## config.mk

```make
export PLATFORM = sky130hd
export DESIGN_NAME = control_mc
export DESIGN_NICKNAME = d
export VERILOG_FILES = /design/src/rtl/control_mc_pkg.sv /design/src/rtl/control_decode.sv /design/src/rtl/control_mc.sv
export SDC_FILE = /design/constraint.sdc
export NUM_CORES = 1
export LEC_CHECK = 0
export CAP_MARGIN = 20
export CELL_PAD_IN_SITES_DETAIL_PLACEMENT = 2
export CELL_PAD_IN_SITES_GLOBAL_PLACEMENT = 2
export CORE_UTILIZATION = 32
export CTS_BUF_LIST = sky130_fd_sc_hd__clkbuf_8
export DETAILED_ROUTE_END_ITERATION = 8
export HOLD_SLACK_MARGIN = 0.05
export PLACE_DENSITY = 0.8
export SYNTH_ARGS = -nofsm -noshare
export SYNTH_HDL_FRONTEND = slang
export SYNTH_SLANG_ARGS = --single-unit
export TNS_END_PERCENT = 30
```

## constraint.sdc

```tcl
create_clock -name clk -period 1.74 [get_ports clk]
set_input_delay 0.348 -clock clk [delete_from_list [all_inputs] [get_ports clk]]
set_output_delay 0.348 -clock clk [all_outputs]
set_load 0.1 [all_outputs]
```

## src/rtl/control_mc_pkg.sv

```systemverilog
// Shared definitions for the multi-cycle control unit: state encodings, opcodes,
// control-word field positions and the opcode decode table.
package control_mc_pkg;

  typedef enum logic [2:0] {
    StFetch  = 3'd0,
    StDecode = 3'd1,
    StExec   = 3'd2,
    StMem    = 3'd3,
    StWb     = 3'd4,
    StFault  = 3'd7
  } state_e;

  localparam int unsigned CwW = 7;

  // Control word layout: {alu_pc, alu_imm, regs_we, ram_we, altdest, branch_op, wdata_ram}
  localparam int unsigned CwAluPc    = 6;
  localparam int unsigned CwAluImm   = 5;
  localparam int unsigned CwRegsWe   = 4;
  localparam int unsigned CwRamWe    = 3;
  localparam int unsigned CwAltdest  = 2;
  localparam int unsigned CwBranch   = 1;
  localparam int unsigned CwWdataRam = 0;

  localparam logic [3:0] OpAlu    = 4'd0;
  localparam logic [3:0] OpAluImm = 4'd1;
  localparam logic [3:0] OpLw     = 4'd2;
  localparam logic [3:0] OpSw     = 4'd3;
  localparam logic [3:0] OpBr4    = 4'd4;
  localparam logic [3:0] OpBr5    = 4'd5;
  localparam logic [3:0] OpBr6    = 4'd6;
  localparam logic [3:0] OpBr7    = 4'd7;
  localparam logic [3:0] OpNop    = 4'd14;

  // Returns {valid, word}; undefined opcodes yield valid=0 and an all-zero word.
  function automatic logic [CwW:0] decode_entry(input logic [3:0] op);
    logic [CwW:0] r;
    case (op)
      OpAlu:          r = {1'b1, 7'b0010000};
      OpAluImm:       r = {1'b1, 7'b0110100};
      OpLw:           r = {1'b1, 7'b0110101};
      OpSw:           r = {1'b1, 7'b0101000};
      OpBr4, OpBr5:   r = {1'b1, 7'b1010110};
      OpBr6, OpBr7:   r = {1'b1, 7'b1010010};
      OpNop:          r = {1'b1, 7'b1100000};
      default:        r = {1'b0, 7'b0000000};
    endcase
    return r;
  endfunction

endpackage

```

## src/rtl/control_decode.sv

```systemverilog
// Combinational opcode-to-control-word table.
module control_decode
  import control_mc_pkg::*;
(
  input  logic [3:0]     opcode,
  output logic [CwW-1:0] word,
  output logic           valid
);

  always_comb begin
    {valid, word} = decode_entry(opcode);
  end

endmodule

```

## src/rtl/control_mc.sv

```systemverilog
// Multi-cycle controller: FETCH -> DECODE -> EXEC -> [MEM] -> WB, with a memory
// wait timeout and a sticky FAULT state.
module control_mc
  import control_mc_pkg::*;
#(
  parameter int unsigned TMO_W          = 4,
  parameter bit          FAULT_ON_UNDEF = 1'b1
) (
  input  logic       clk,
  input  logic       reset,
  input  logic [3:0] opcode,
  input  logic       ctl_adata_zero,
  input  logic       mem_ack,
  output logic       mem_req,
  output logic       mem_ifetch,
  output logic       ir_we,
  output logic       pc_we,
  output logic       ctl_alu_pc,
  output logic       ctl_alu_imm,
  output logic       ctl_alu_altdest,
  output logic       ctl_wdata_ram,
  output logic       ctl_branch_ind,
  output logic       ctl_branch_taken,
  output logic       ctl_regs_we,
  output logic       ctl_ram_we,
  output logic       fault,
  output logic [2:0] state
);

  localparam logic [TMO_W-1:0] CntMax = '1;

  state_e           state_q, state_d;
  logic [TMO_W-1:0] cnt_q, cnt_d;
  logic [CwW-1:0]   word_q, word_d;
  logic [3:0]       opc_q, opc_d;
  logic             taken_q, taken_d;
  logic             fault_q, fault_d;
  logic             run_q;

  logic [CwW-1:0]   dec_word;
  logic             dec_valid;
  logic             in_xmw;

  control_decode u_decode (
    .opcode (opcode),
    .word   (dec_word),
    .valid  (dec_valid)
  );

  // run_q holds the FSM idle until the first clock edge after reset releases.
  always_ff @(posedge clk or posedge reset) begin
    if (reset) begin
      state_q <= StFetch;
      cnt_q   <= '0;
      word_q  <= '0;
      opc_q   <= '0;
      taken_q <= 1'b0;
      fault_q <= 1'b0;
      run_q   <= 1'b0;
    end else begin
      state_q <= state_d;
      cnt_q   <= cnt_d;
      word_q  <= word_d;
      opc_q   <= opc_d;
      taken_q <= taken_d;
      fault_q <= fault_d;
      run_q   <= 1'b1;
    end
  end

  always_comb begin
    state_d = state_q;
    cnt_d   = cnt_q;
    word_d  = word_q;
    opc_d   = opc_q;
    taken_d = taken_q;
    if (run_q) begin
      case (state_q)
        StFetch, StMem: begin
          if (mem_ack) begin
            state_d = (state_q == StFetch) ? StDecode : StWb;
            cnt_d   = '0;
          end else if (cnt_q == CntMax) begin
            state_d = StFault;
          end else begin
            cnt_d = cnt_q + 1'b1;
          end
        end
        StDecode: begin
          opc_d = opcode;
          if (!dec_valid && FAULT_ON_UNDEF) begin
            state_d = StFault;
          end else begin
            word_d  = dec_word;
            state_d = StExec;
          end
        end
        StExec: begin
          taken_d = word_q[CwBranch] & (ctl_adata_zero != opc_q[0]);
          state_d = (opc_q == OpLw || opc_q == OpSw) ? StMem : StWb;
          cnt_d   = '0;
        end
        StWb: begin
          state_d = StFetch;
          cnt_d   = '0;
        end
        StFault: state_d = StFault;
        default: state_d = StFault;
      endcase
    end
    fault_d = fault_q | (state_d == StFault);
  end

  always_comb begin
    in_xmw           = (state_q == StExec) || (state_q == StMem) || (state_q == StWb);
    mem_req          = run_q && ((state_q == StFetch) || (state_q == StMem));
    mem_ifetch       = run_q && (state_q == StFetch);
    ir_we            = run_q && (state_q == StFetch) && mem_ack;
    pc_we            = (state_q == StWb);
    ctl_regs_we      = (state_q == StWb) && word_q[CwRegsWe];
    ctl_ram_we       = (state_q == StMem) && word_q[CwRamWe];
    ctl_branch_taken = (state_q == StWb) && taken_q;
    ctl_branch_ind   = in_xmw && word_q[CwBranch] && opc_q[1];
    ctl_alu_pc       = in_xmw && word_q[CwAluPc];
    ctl_alu_imm      = in_xmw && word_q[CwAluImm];
    ctl_alu_altdest  = in_xmw && word_q[CwAltdest];
    ctl_wdata_ram    = in_xmw && word_q[CwWdataRam];
    fault            = fault_q;
    state            = state_q;
  end

endmodule

```

==> GITHUB_STEP_SUMMARY, run 1 <==
### Yosys + OpenROAD results

| Metric | Value |
|---|---|
| Placement Setup Slack | `-0.453 ns` |
| Die ar. | `~4100 µm²` |
| Commonest cells in the netlist | `dfrtp_1, nand2_1, nor2_1, o21ai_0, inv_1` |
| RSZ-0062 raised after global routing | `yes` |
| Yosys warning count | `0` |
| Max incr delay on CP | `0.54 ns` |
| Worst path slowest cell | `dfrtp_4` |
| Share of layout cells above drive strength 1 | `0.414` |
| Total number of vias | `approximately 1200` |
| Std cell rows | `22` |
| Vias per cell | `about 5.3` |
| CP max FO | `8` |
| Cell area power density | `1190 nW/µm²` |
| CP Data Required Time | `1.39 ns` |
| HPWL after detailed placement | `3490 µm` |
| Largest registers | `word_q: 7 flops, cnt_q: 4 flops, opc_q: 4 flops` |
| Number of max-cap violations | `0` |
| Log Warnings | `31` |
| Failing checks | `setup timing` |
| Minimum clock period | `about 2 ns` |
| Synth flops | `21` |
| Clock Tree Buf Depth | `2` |
| CTS tree | `built` |
| Final Power | `2.40 mW` |
| Port bufs | `23` |
| H-tree depth | `1` |
| Drt first pass iters | `4` |
| Top Family by Delay on Critical Path | `simple AND/OR/NAND/NOR gates` |
| Buf/Inv on CP | `1` |
| Antenna Cells | `0` |
| Worst hold margin | `0.421 ns` |
| Final Instance Count excl. Fillers | `234` |
| Status | `finished with violations` |
| Synthesized area | `approximately 1200 µm²` |
| Late-Pin Clk Latency | `0.27 ns` |
| Top cells excl fill/tap | `buf_4, nand2_1, dfrtp_1` |
| DP Cell Count | `226` |
| Number of enable flip-flop cells | `0` |
| Core Util at FP | `0.336` |
| PnR worst setup slack | `-0.221 ns` |
| Placer Congestion | `0.789` |
| Pin count of the biggest net entering global routing | `22` |
| Cells after Synth | `140` |
| Critical path startpoint category | `flip-flop` |
| Leak Pwr | `0.866 nW` |
| Most common logic cell in the routed design | `buf_4` |
| Antenna violations before repair | `0` |
| Seq share, synth | `0.427` |
| Post-synth area hogs | `dfrtp_1, nand2_1, o21ai_0, nor2_1, ha_1` |
| I/O pins | `24` |
| Clk_skew | `0.00229 ns` |
| # Cells Yosys | `140` |
| Starting DRT DRC Count | `49` |
| Met3 routed WL | `170 µm` |
| Hold crit path type | `in2async` |
| Design area | `between 2000 and 2500 µm²` |
| Tcrit/Tclk final | `1.13` |
| CTS Sinks | `21` |
| Root Driver | `clkbuf_8` |
| WL/cell | `20.9 µm` |
| Number of flip-flops in the largest register | `7` |
| Share of the synthesized area in the top cell type | `0.427` |
| Hold buffers post-CTS | `0` |
| Routed Antenna Nets | `0` |
| Syn Area/Cell | `8.79 µm²` |
| Max rail drop VDD | `approximately 0.52 mV` |
| Fin Setup TNS | `-2.21 ns` |
| Synthesized Nets | `152` |
| # nets final | `199` |
| DRC violations left | `0` |
| First-pass GRT wire length | `around 7500 µm` |
| Clk slew on worst S/H paths | `0.08 ns` |
| Final setup violation count | `16` |
| Area delta synth->final | `64.4%` |
| Max-slew violation count | `0` |
| Remaining global-route overflow | `0` |
| Crit-path cells | `nor3b_4 > nor2_4 > nor2b_4 > buf_12` |
| Yosys stat chip area | `1230 µm²` |
[run 1: path summary, 6_finish.rpt]
check	startpoint	end	slack, ns
max in group asynchronous	reset	state[0]	1.07
worst min-delay path	reset	opc_q[2]	0.42
worst max register to register	state[0]	fault	-0.10
worst max-delay path	state[1]	ctl_alu_pc	-0.22
worst min register to register	word_q[5]	word_q[5]	0.50
min in group clk	word_q[5]	word_q[5]	0.50
[run 1: logic make-up after synthesis]
logic type,after synthesis,share of synthesized area
XOR/XNOR,1,0.00712
AND-OR/OR-AND,41,0.216
buffers and inverters,13,0.0559
flip-flops,21,0.427
AND/OR/NAND/NOR,59,0.250
adder cells (fa/ha/maj),4,0.0407
other,1,0.00305
[run 1: worst register-to-register path: stages, from the launching register on]
cell     delay, ns
dfrtp_4       0.51
buf_4         0.17
nand2_1       0.18
o21ai_1       0.14
nor3b_1       0.16
o32a_1        0.34
a31o_1        0.23
[run 1: routing by layer]
metal  GRT usage  up-vias
met3      0.0357        8
met2       0.449       29
li1            -      579
met5           0        -
met1       0.298      633
met4      0.0909        0
[run 1: final cells by class]
type,count,area (µm²)
multi-input cells,106,768
well taps,48,60.1
repair buffers,48,586
clock buffers,3,41.3
clock inverters,1,3.75
fillers,362,1640
inverters,7,26.3
flip-flops and latches,21,537
[run 1: repair_timing]
item                                    in CTS  in global routing
endpoints found under the setup margin      14                 22
buffers inserted                             3                  1
endpoints found under the hold margin        0                  0
pin swaps                                    2                  4
resized                                      8                 10
[run 1: power breakdown]
group          switching (mW)  total [mW]  leakage [nW]  internal (mW)
registers               0.164       0.822         0.239          0.658
clock network           0.176       0.334        0.0269          0.158
logic                   0.750        1.25         0.601          0.496
**Run 1: supply network**

Pins as bars on the die edge. Tap cells in grey.
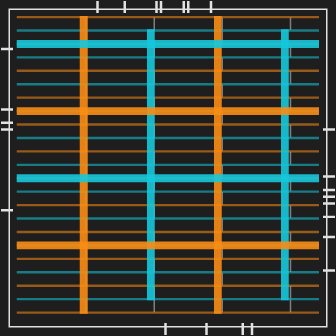
[cyan] VDD
[orange] VSS
met5 straps: 4
met1 rails: 23
signal pins: 24
core area: 3660 µm²
die width: 64.0 µm

**Run 1: placed cells, one colour a class**

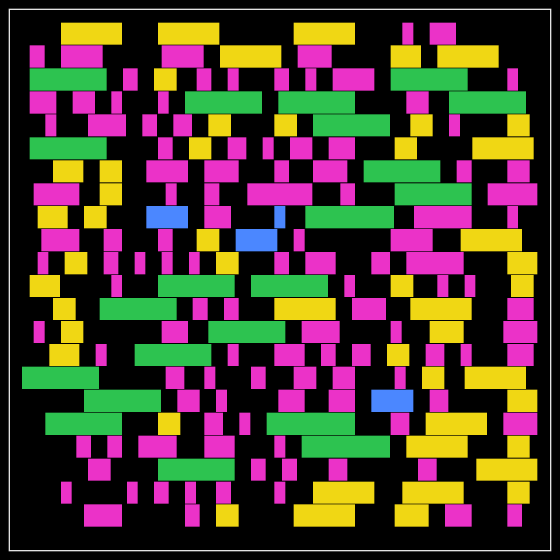
[blue] clock drivers and dummy loads | cells: 4 | share of their area: 2.3%
[magenta] combinational and other logic | cells: 113 | share of their area: 40%
[yellow] remaining buffers and delay cells | cells: 48 | share of their area: 30%
[green] sequential cells | cells: 21 | share of their area: 27%

**Run 1: clock network drawn from the DEF**

Bar = 20 µm.
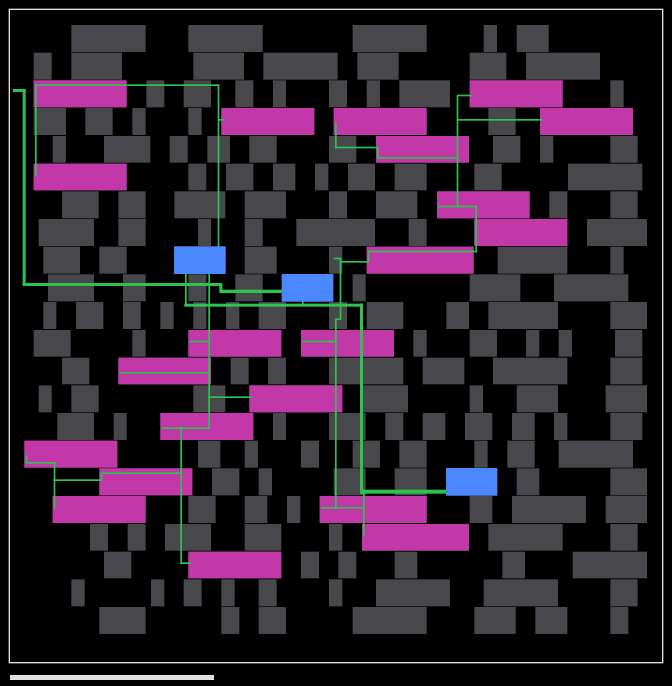
[green] clock wires | length: 327 µm
[magenta] flip-flops | count: 21
[blue] clock drivers | count: 3
routed clock nets: 4

==> run 2, diff against run 1 <==
- CORE_UTILIZATION: 32 -> 34
- PLACE_DENSITY: 0.8 -> 0.84
- clock period: 1.74 -> 2.5 ns (I/O delays scaled with it)
**Run 2: congestion heat map**

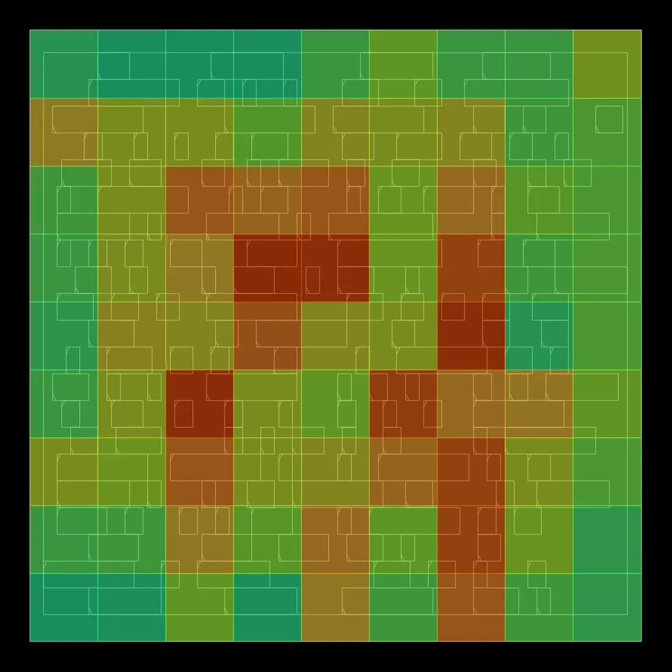
total track usage: 0.215
WL/cell: 17.5 µm
global routing usage on met2: 0.422
GR Util met1: 0.238
most crowded layer after global routing: met2

==> run 2 against run 1 <==
The flow now finishes without violations. Combinational power fell by 44%. Area after synthesis is the same. Routed wire length fell by 25%. Clock-buffer cell count stayed put. Clock skew grew 0.0013 ns. Non-clock buffer count is 22 lower. First-iteration DRC count is 20% lower. Cell area decreased by 15%. Setup slack improved by 0.47 ns. Register-to-register slack gained 0.83 ns.
==> GITHUB_STEP_SUMMARY, run 2 <==
### Yosys + OpenROAD results

| Metric | Value |
|---|---|
| Syn Area/Cell | `8.79 µm²` |
| Share of layout cells above drive strength 1 | `0.268` |
| Area delta synth->final | `40.3%` |
| Seq share, synth | `0.427` |
| Comb area leader | `simple AND/OR/NAND/NOR gates` |
| CTS Sinks | `21` |
| Std cell rows | `21` |
| Most frequent CP cell | `nor2_4` |
| Root Driver | `clkbuf_8` |
| Final setup violation count | `0` |
| Yosys stat chip area | `1230 µm²` |
| Synthesized Nets | `152` |
| Reg power frac | `0.387` |
| Leak Pwr | `0.734 nW` |
| Log Warnings | `29` |
| Minimum clock period | `2.25 ns` |
| CP max FO | `12` |
| RSZ-0062 raised after global routing | `no` |
| Die ar. | `3860 µm²` |
| Starting DRT DRC Count | `39` |
| Vias per cell | `5.37` |
| Hold endpoint | `fault` |
| Max rail drop VDD | `0.477 mV` |
| Top cells excl fill/tap | `nand2_1, dfrtp_1, o21ai_0` |
| Pin count of the biggest net entering global routing | `16` |
| Setup bufs post-CTS | `0` |
| Buf/Inv on CP | `1` |
| Max incr delay on CP | `0.56 ns` |
| Drt first pass iters | `4` |
| Filler Cell Count | `roughly 360` |
| DRC violations left | `0` |
| Commonest cells in the netlist | `dfrtp_1, nand2_1, nor2_1, o21ai_0, inv_1` |
| Share of the synthesized area in the top cell type | `0.427` |
| Port bufs | `23` |
| Antenna Cells | `0` |
| HPWL after detailed placement | `2890 µm` |
| Yosys warning count | `0` |
| Hold crit path type | `reg2reg` |
| Total number of vias | `1127` |
| Final Power | `1.51 mW` |
| Top Family by Delay on Critical Path | `simple AND/OR/NAND/NOR gates` |
| Pint | `822 µW` |
| PnR worst setup slack | `0.247 ns` |
| Remaining global-route overflow | `0` |
| Grt met3 use | `0.0257` |
| Net Sw Frac | `0.454` |
| Placer Congestion | `0.797` |
| Tcrit/Tclk final | `0.901` |
| Worst path slowest cell | `dfrtp_4` |
| Hold depth | `1` |
| Clock Tree Buf Depth | `2` |
| Final Instance Count excl. Fillers | `~210` |
| Post-synth area hogs | `dfrtp_1, nand2_1, o21ai_0, nor2_1, ha_1` |
| Mux cell area share | `0` |
| Hold wc startpoint | `fault` |
| RR Startpoint | `state[1]` |
| I/O pins | `24` |
| Crit-path cells | `nor3b_4 > nor2_4 > nor2_4 > buf_12` |
| # Cells Yosys | `140` |
| Placement Setup Slack | `about 0.10 ns` |
| Fin Setup TNS | `0 ns` |
| Max-slew violation count | `0` |
| Number of enable flip-flop cells | `0` |
| Largest registers | `word_q: 7 flops, cnt_q: 4 flops, opc_q: 4 flops` |
| Status | `complete, no violations` |
| Core Util at FP | `0.363` |
| Number of max-cap violations | `0` |
| Critical path startpoint category | `flip-flop` |
| Psw | `~680 µW` |
| Met3 routed WL | `71 µm` |
| CP Data Required Time | `~2 ns` |
| Synthesized area | `1230 µm²` |
| Number of flip-flops in the largest register | `7` |
| H-tree depth | `1` |
| Logic pwr share | `0.464` |
| Core area | `3390 µm²` |
| Worst hold margin | `0.479 ns` |
| Register-to-register setup slack | `0.73 ns` |
| # nets final | `~180` |
| Clk slew on worst S/H paths | `0.08 ns` |
| Fin. Hold Viols | `0` |
| Cells after Synth | `140` |
| Design area | `1730 µm²` |
| Clk_skew | `~0.0035 ns` |
| Post_cts resized | `0` |
| Ao+oa area frac | `0.216` |
| Post-Synth XOR/XNOR Area | `0.00712` |
| Die width | `62.1 µm` |
| Critical path type | `reg2out` |
| Routed Antenna Nets | `0` |
| Synth flops | `21` |
| Antenna violations before repair | `0` |
| Crit. Startpoint | `state[1]` |
| First-pass GRT wire length | `6510 µm` |
| Adder share | `0.0407` |
| Clk pwr share | `0.150` |
## run 2: cell counts after synthesis
Identical to the previous run, type by type.
## run 2: layout make-up
| class | count | area (µm²) | share of cell area |
|---|---|---|---|
| timing repair buffer | 26 | 363 | 0.210 |
| clock inverter | 1 | 3.75 | 0.00218 |
| multi-input combinational | 106 | 697 | 0.404 |
| clock buffer | 3 | 41.3 | 0.0239 |
| sequential | 21 | 537 | 0.311 |
| tap | 46 | 57.6 | 0.0334 |
| inverter | 7 | 26.3 | 0.0152 |
## run 2: worst register-to-register path: stages (launching register included)
cell and delay, ns:
dfrtp_4 0.56, nand2b_1 0.20, nor2_1 0.32, o21ai_0 0.29, a32oi_1 0.21, o21ai_1 0.08
## run 2: power groups by stage
stage | registers [mW] | clock network, mW | logic, mW
floorplan | 0.613 | 0 | 0.463
global placement | 0.573 | 0 | 0.665
detailed placement | 0.587 | 0 | 0.699
CTS | 0.582 | 0.232 | 0.707
global route | 0.604 | 0.248 | 0.743
finish | 0.582 | 0.225 | 0.698
## run 2: kinds of logic (layout without fill, tap and decap cells)
logic type | after synthesis | count (layout)
adder cells (fa/ha/maj) | 4 | 4
buffers and inverters | 13 | 37
other | 1 | 1
XOR/XNOR | 1 | 1
flip-flops | 21 | 21
AND-OR/OR-AND | 41 | 41
AND/OR/NAND/NOR | 59 | 59
## run 2: worst max-delay path by stage
stage | endpoint | slack (ns) | depth (start not counted)
3_5_place_dp | fault | 0.10 | 8
3_3_place_gp | fault | 0.23 | 8
5_1_grt | ctl_branch_ind | 0.18 | 4
2_1_floorplan | ctl_alu_altdest | -0.48 | 4
6_report | ctl_branch_ind | 0.25 | 4
4_1_cts | ctl_branch_ind | 0.22 | 4
Power and IR drop assume default switching activity.
